<file path="src/rtl/safecrack_pkg.sv">
// Shared constants and types for the SafeCrack button path and the lock FSM.
package safecrack_pkg;

  localparam int N_BTN           = 3;
  localparam int CLK_HZ          = 50_000_000;
  // 20 ms settle window at the board clock
  localparam int DEBOUNCE_CYCLES = CLK_HZ / 50;
  localparam int BTN_W           = N_BTN;

  typedef logic [BTN_W-1:0] btn_vec_t;

endpackage

</file>
<file path="src/rtl/safecrack_btn_cond_if.sv">
// Button-conditioner bus: raw pins in, debounced levels and qualified press events out.
interface safecrack_btn_cond_if #(
  parameter int W = safecrack_pkg::BTN_W
);

  logic [W-1:0] btn_n;
  logic [W-1:0] btn_level;
  logic [W-1:0] btn_pulse;
  logic         press_valid;
  logic [W-1:0] press_code;
  logic         press_err;

  modport master (
    input  btn_n,
    output btn_level, btn_pulse, press_valid, press_code, press_err
  );

  modport slave (
    output btn_n,
    input  btn_level, btn_pulse, press_valid, press_code, press_err
  );

endinterface

</file>
<file path="src/rtl/btn_debounce_ch.sv">
// One button channel: 2-flop synchroniser, stability counter, debounced level and press pulse.
module btn_debounce_ch #(
  parameter int DEBOUNCE_CYCLES = safecrack_pkg::DEBOUNCE_CYCLES
) (
  input  logic clk,
  input  logic rstn,
  input  logic btn_n_i,
  output logic level_o,
  output logic pulse_o
);
  import safecrack_pkg::*;

  localparam int              CNT_W  = (DEBOUNCE_CYCLES > 1) ? $clog2(DEBOUNCE_CYCLES) : 1;
  localparam logic [CNT_W-1:0] CNT_TC = CNT_W'(DEBOUNCE_CYCLES - 1);

  // Synchroniser keeps the raw (active-low) polarity so reset means "released".
  logic             meta_q, meta_d;
  logic             raw_q, raw_d;
  logic [CNT_W-1:0] cnt_q, cnt_d;
  logic             level_q, level_d;
  logic             pulse_q, pulse_d;
  logic             sync;

  assign sync = ~raw_q;

  always_comb begin
    meta_d  = btn_n_i;
    raw_d   = meta_q;
    cnt_d   = '0;
    level_d = level_q;
    pulse_d = 1'b0;
    if (sync != level_q) begin
      if (cnt_q == CNT_TC) begin
        level_d = ~level_q;
        pulse_d = ~level_q;
      end else begin
        cnt_d = cnt_q + 1'b1;
      end
    end
  end

  always_ff @(posedge clk or negedge rstn) begin
    if (!rstn) begin
      meta_q  <= 1'b1;
      raw_q   <= 1'b1;
      cnt_q   <= '0;
      level_q <= 1'b0;
      pulse_q <= 1'b0;
    end else begin
      meta_q  <= meta_d;
      raw_q   <= raw_d;
      cnt_q   <= cnt_d;
      level_q <= level_d;
      pulse_q <= pulse_d;
    end
  end

  assign level_o = level_q;
  assign pulse_o = pulse_q;

endmodule

</file>
<file path="src/rtl/safecrack_btn_cond.sv">
// SafeCrack input stage: per-button debounce plus single/overlapping press qualification.
module safecrack_btn_cond #(
  parameter int N_BTN           = safecrack_pkg::N_BTN,
  parameter int DEBOUNCE_CYCLES = safecrack_pkg::DEBOUNCE_CYCLES
) (
  input  logic                 clk,
  input  logic                 rstn,
  safecrack_btn_cond_if.master bus
);
  import safecrack_pkg::*;

  logic [N_BTN-1:0] level;
  logic [N_BTN-1:0] pulse;
  logic             one_hot;
  logic             others_idle;
  logic             valid;

  for (genvar i = 0; i < N_BTN; i++) begin : g_ch
    btn_debounce_ch #(
      .DEBOUNCE_CYCLES(DEBOUNCE_CYCLES)
    ) u_ch (
      .clk    (clk),
      .rstn   (rstn),
      .btn_n_i(bus.btn_n[i]),
      .level_o(level[i]),
      .pulse_o(pulse[i])
    );
  end

  // A press is clean only if it is alone and no previously accepted button is still held.
  always_comb begin
    one_hot     = (pulse != '0) && ((pulse & (pulse - N_BTN'(1))) == '0);
    others_idle = ((level & ~pulse) == '0);
    valid       = one_hot && others_idle;
  end

  assign bus.btn_level   = level;
  assign bus.btn_pulse   = pulse;
  assign bus.press_valid = valid;
  assign bus.press_code  = valid ? pulse : '0;
  assign bus.press_err   = (pulse != '0) && !valid;

endmodule

</file>
<file path="src/flat_wrapper.sv">
// flat-port wrapper written by rule: the top's interface ports become plain ports
module safecrack_btn_cond_flat import safecrack_pkg::*;
#(
  parameter int N_BTN           = safecrack_pkg::N_BTN,
  parameter int DEBOUNCE_CYCLES = safecrack_pkg::DEBOUNCE_CYCLES
)
  (clk, rstn, bus_btn_n, bus_btn_level, bus_btn_pulse, bus_press_valid, bus_press_code, bus_press_err);
  safecrack_btn_cond_if #(.W(3)) bus_i ();
  input  logic clk;
  input  logic rstn;
  input wire logic [$bits(bus_i.btn_n)-1:0] bus_btn_n;
  output wire logic [$bits(bus_i.btn_level)-1:0] bus_btn_level;
  output wire logic [$bits(bus_i.btn_pulse)-1:0] bus_btn_pulse;
  output wire logic [$bits(bus_i.press_valid)-1:0] bus_press_valid;
  output wire logic [$bits(bus_i.press_code)-1:0] bus_press_code;
  output wire logic [$bits(bus_i.press_err)-1:0] bus_press_err;
  assign bus_i.btn_n = bus_btn_n;
  assign bus_btn_level = bus_i.btn_level;
  assign bus_btn_pulse = bus_i.btn_pulse;
  assign bus_press_valid = bus_i.press_valid;
  assign bus_press_code = bus_i.press_code;
  assign bus_press_err = bus_i.press_err;
  safecrack_btn_cond #(.N_BTN(N_BTN), .DEBOUNCE_CYCLES(DEBOUNCE_CYCLES)) u_core (.clk(clk), .rstn(rstn), .bus(bus_i));
endmodule
</file>
<file path="config.mk">
export PLATFORM = sky130hd
export DESIGN_NAME = safecrack_btn_cond_flat
export DESIGN_NICKNAME = d
export VERILOG_FILES = /design/src/rtl/safecrack_pkg.sv /design/src/rtl/safecrack_btn_cond_if.sv /design/src/rtl/btn_debounce_ch.sv /design/src/rtl/safecrack_btn_cond.sv /design/src/flat_wrapper.sv
export SDC_FILE = /design/constraint.sdc
export NUM_CORES = 1
export LEC_CHECK = 0
export CAP_MARGIN = 20
export CORE_AREA = 2 2 98 100
export CTS_BUF_LIST = sky130_fd_sc_hd__clkbuf_8
export CTS_CLUSTER_SIZE = 16
export DETAILED_ROUTE_END_ITERATION = 10
export DIE_AREA = 0 0 100 102
export GPL_ROUTABILITY_DRIVEN = 0
export PLACE_DENSITY = 0.67
export SKIP_CTS_REPAIR_TIMING = 1
export SLEW_MARGIN = 10
export SYNTH_ARGS = -nofsm -noshare
export SYNTH_HDL_FRONTEND = slang
export SYNTH_HIERARCHICAL = 1
export SYNTH_SLANG_ARGS = --single-unit
</file>
<file path="constraint.sdc">
create_clock -name clk -period 2.2 [get_ports clk]
set_clock_uncertainty 0.05 [all_clocks]
set_input_delay 0.44 -clock clk [delete_from_list [all_inputs] [get_ports clk]]
set_output_delay 0.44 -clock clk [all_outputs]
set_load 0.1 [all_outputs]
</file>
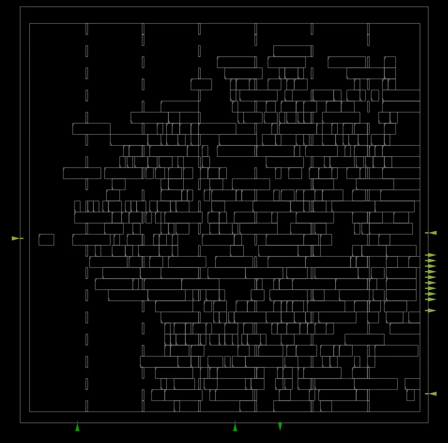
Figure 1: cell placement.
register fraction of the total cell area: 0.438
Core Region: 9110 µm²
Cell Rows: 35
total number of sequential cells: 72
tap cells: 111

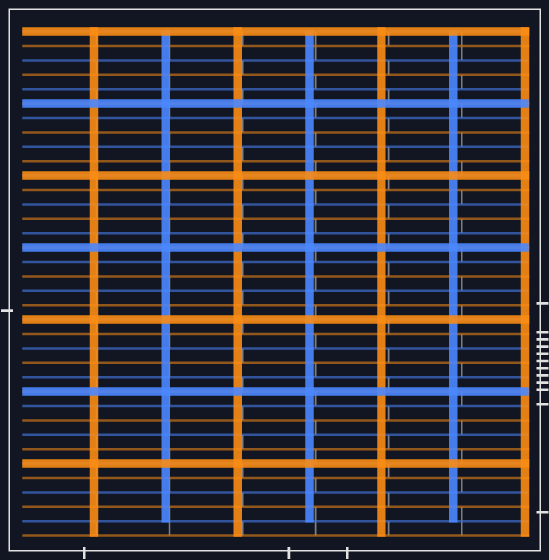
Figure 2: floorplan with the power grid.
Pins as bars on the die edge. Tap cells in gray.
VSS -> orange
VDD -> blue
rows = 35
signal pins = 16
met1 rails = 36
tap cells = 111
die height: 102 µm
Die X-Extent: 100 µm
Max rail drop VDD: 0.361 mV

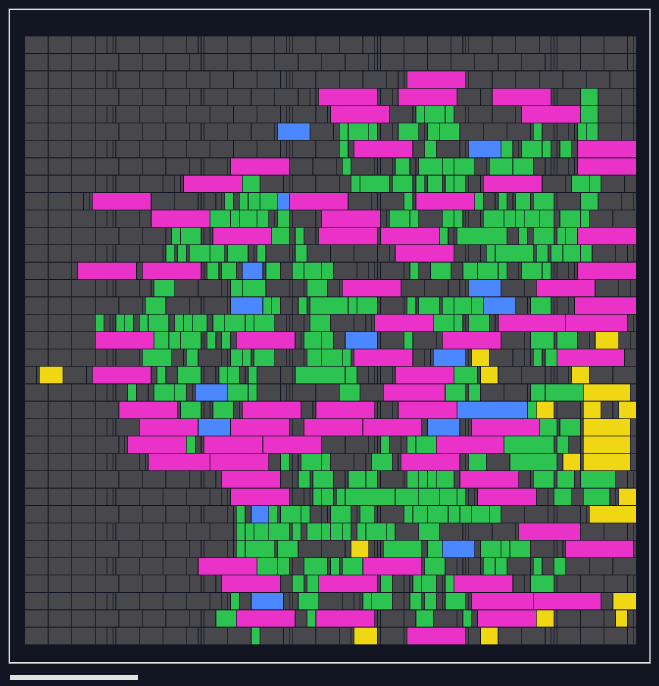
Figure 3: placed cells, one color a class.
Scale bar: 20 µm. Fill, decap, tap and diode cells in gray.
remaining logic cells -> green  # cells 271
clock drivers and dummy loads -> blue  # cells 16
remaining buffers and delay cells -> yellow  # cells 21
sequential cells -> magenta  # cells 72
Core Util, Final: 0.460
Post-Layout Inst Area: 4190 µm²

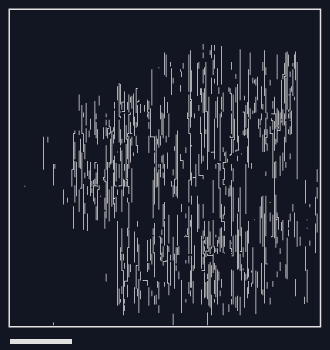
Figure 4: the metal 2 layer.
Scale bar: 20 µm.
nets with wire on the layer = 320
wire length on this layer = 3,160 µm
longest straight run = 37.7 µm
main direction = vertical
grt met2 use: 0.230
overall routed net length: 6.78 mm

==> layer usage <==
metal / global-route usage / share of wire / routed length (µm) / vias to the layer above
li1: - / - / - / 1291
met1: 0.201 / 0.48 / 3240 / 1281
met2: 0.230 / 0.47 / 3160 / 49
met3: 0.0253 / 0.037 / 250 / 9
met4: 0.0790 / 0.019 / 130 / 0
met5: 0 / 0 / 0 / -
==> synthesized netlist by cell type (all sizes together) (3+ instances only) <==
library cell,n,area share
dfrtp,66,0.46
nor2,56,0.059
nand2,25,0.026
nand3,24,0.034
xnor2,24,0.059
xor2,21,0.052
nor3,17,0.024
a21oi,12,0.017
inv,12,0.013
nor4,10,0.019
and4,9,0.023
nand4,9,0.029
o31ai,9,0.019
or4,9,0.020
and3,7,0.014
clkbuf,6,0.0063
dfstp,6,0.044
a31o,3,0.0074
ha,3,0.011
mux2i,3,0.0085
nand4bb,3,0.014
o41ai,3,0.0074
or2,3,0.0074
or4b,3,0.0085
==> worst reg2reg max path, stage by stage, from the launching register on <==
cell and delay (ps):
sky130_fd_sc_hd__dfrtp_1 430, sky130_fd_sc_hd__and4_1 340, sky130_fd_sc_hd__nand2_1 180, sky130_fd_sc_hd__or4_2 570, sky130_fd_sc_hd__a21oi_1 160
==> final cells by class <==
| class | count | area [µm²] | share of cell area |
|---|---|---|---|
| flip-flops and latches | 72 | 1830 | 0.438 |
| multi-input cells | 259 | 1730 | 0.412 |
| repair buffers | 21 | 228 | 0.0544 |
| clock buffers | 12 | 165 | 0.0394 |
| well taps | 111 | 139 | 0.0332 |
| clock inverters | 4 | 51.3 | 0.0123 |
| inverters | 12 | 45.0 | 0.0108 |
==> reports/qor.rpt <==
WORST SETUP PATH
-------------------------------------------------------------------------------------
Critical path depth in cells ...........................................            4
Standard cell with the maximum stage delay on the critical path ........ sky130_fd_sc_hd__dfrtp_4
Delay of the slowest cell on the worst path ............................       530 ps
Crit path buffers/inverters ............................................            1

LAYOUT
-------------------------------------------------------------------------------------
Most frequent standard cell in the layout excluding fill and tap cells . sky130_fd_sc_hd__dfrtp_1
Area overhead of the layout relative to synthesis ......................        17.8%
Register containing the most flip-flops in the final layout ............ u_core/g_ch.u_ch/cnt_q
Fraction of final layout cells with drive strength greater than 1 ......        0.197

CTS
-------------------------------------------------------------------------------------
CTS clk-pin slew, worst paths ..........................................        70 ps
Sinks on the clock net .................................................           72
Number of buffers between clock root and the deepest sink ..............            2

POWER
-------------------------------------------------------------------------------------
Int Pwr ................................................................      1.99 mW
Group with the largest share of power ..................................    registers
Power per unit of standard cell area ...................................   610 nW/µm²
Final Total Pwr ........................................................      2.56 mW
Clock share of power ...................................................        0.433
Combinational power share ..............................................        0.033
Portion of total power attributed to sequential cells ..................        0.534
Switching fraction of total power ......................................        0.221
Power Clock ............................................................      1.11 mW

SYNTHESIS
-------------------------------------------------------------------------------------
Fraction of the mapped netlist area in simple logic gates ..............        0.282
Synth Instances ........................................................          349
Net count of the mapped netlist ........................................          357
Adder share ............................................................       0.0106
Cell count in the Yosys report .........................................          349

RUN
-------------------------------------------------------------------------------------
Tool warnings ..........................................................           27

TIMING
-------------------------------------------------------------------------------------
Number of hold-slack violations in the final timing report .............            0
Highest clock rate .....................................................      469 MHz
Least setup slack across all paths after layout ........................      67.3 ps
Worst hold slack .......................................................       310 ps
Share of the clock period used by the worst path after layout ..........        0.969

MIN PATH
-------------------------------------------------------------------------------------
Hold Path Class ........................................................ flip-flop to flip-flop

STATUS
-------------------------------------------------------------------------------------
Status ................................................................. finished, final reports clean

GRT
-------------------------------------------------------------------------------------
Remaining global-route overflow ........................................            0
Antenna violations before repair .......................................            0

PLACED DESIGN
-------------------------------------------------------------------------------------
Hpwl dp ................................................................      4.70 mm

DETAILED ROUTING
-------------------------------------------------------------------------------------
Routed Antenna Nets ....................................................            0
Starting DRT DRC Count .................................................          132

FLOORPLAN
-------------------------------------------------------------------------------------
Top-level port count ...................................................           16

Power figures rest on the tool's default switching activity, not on a simulated workload.
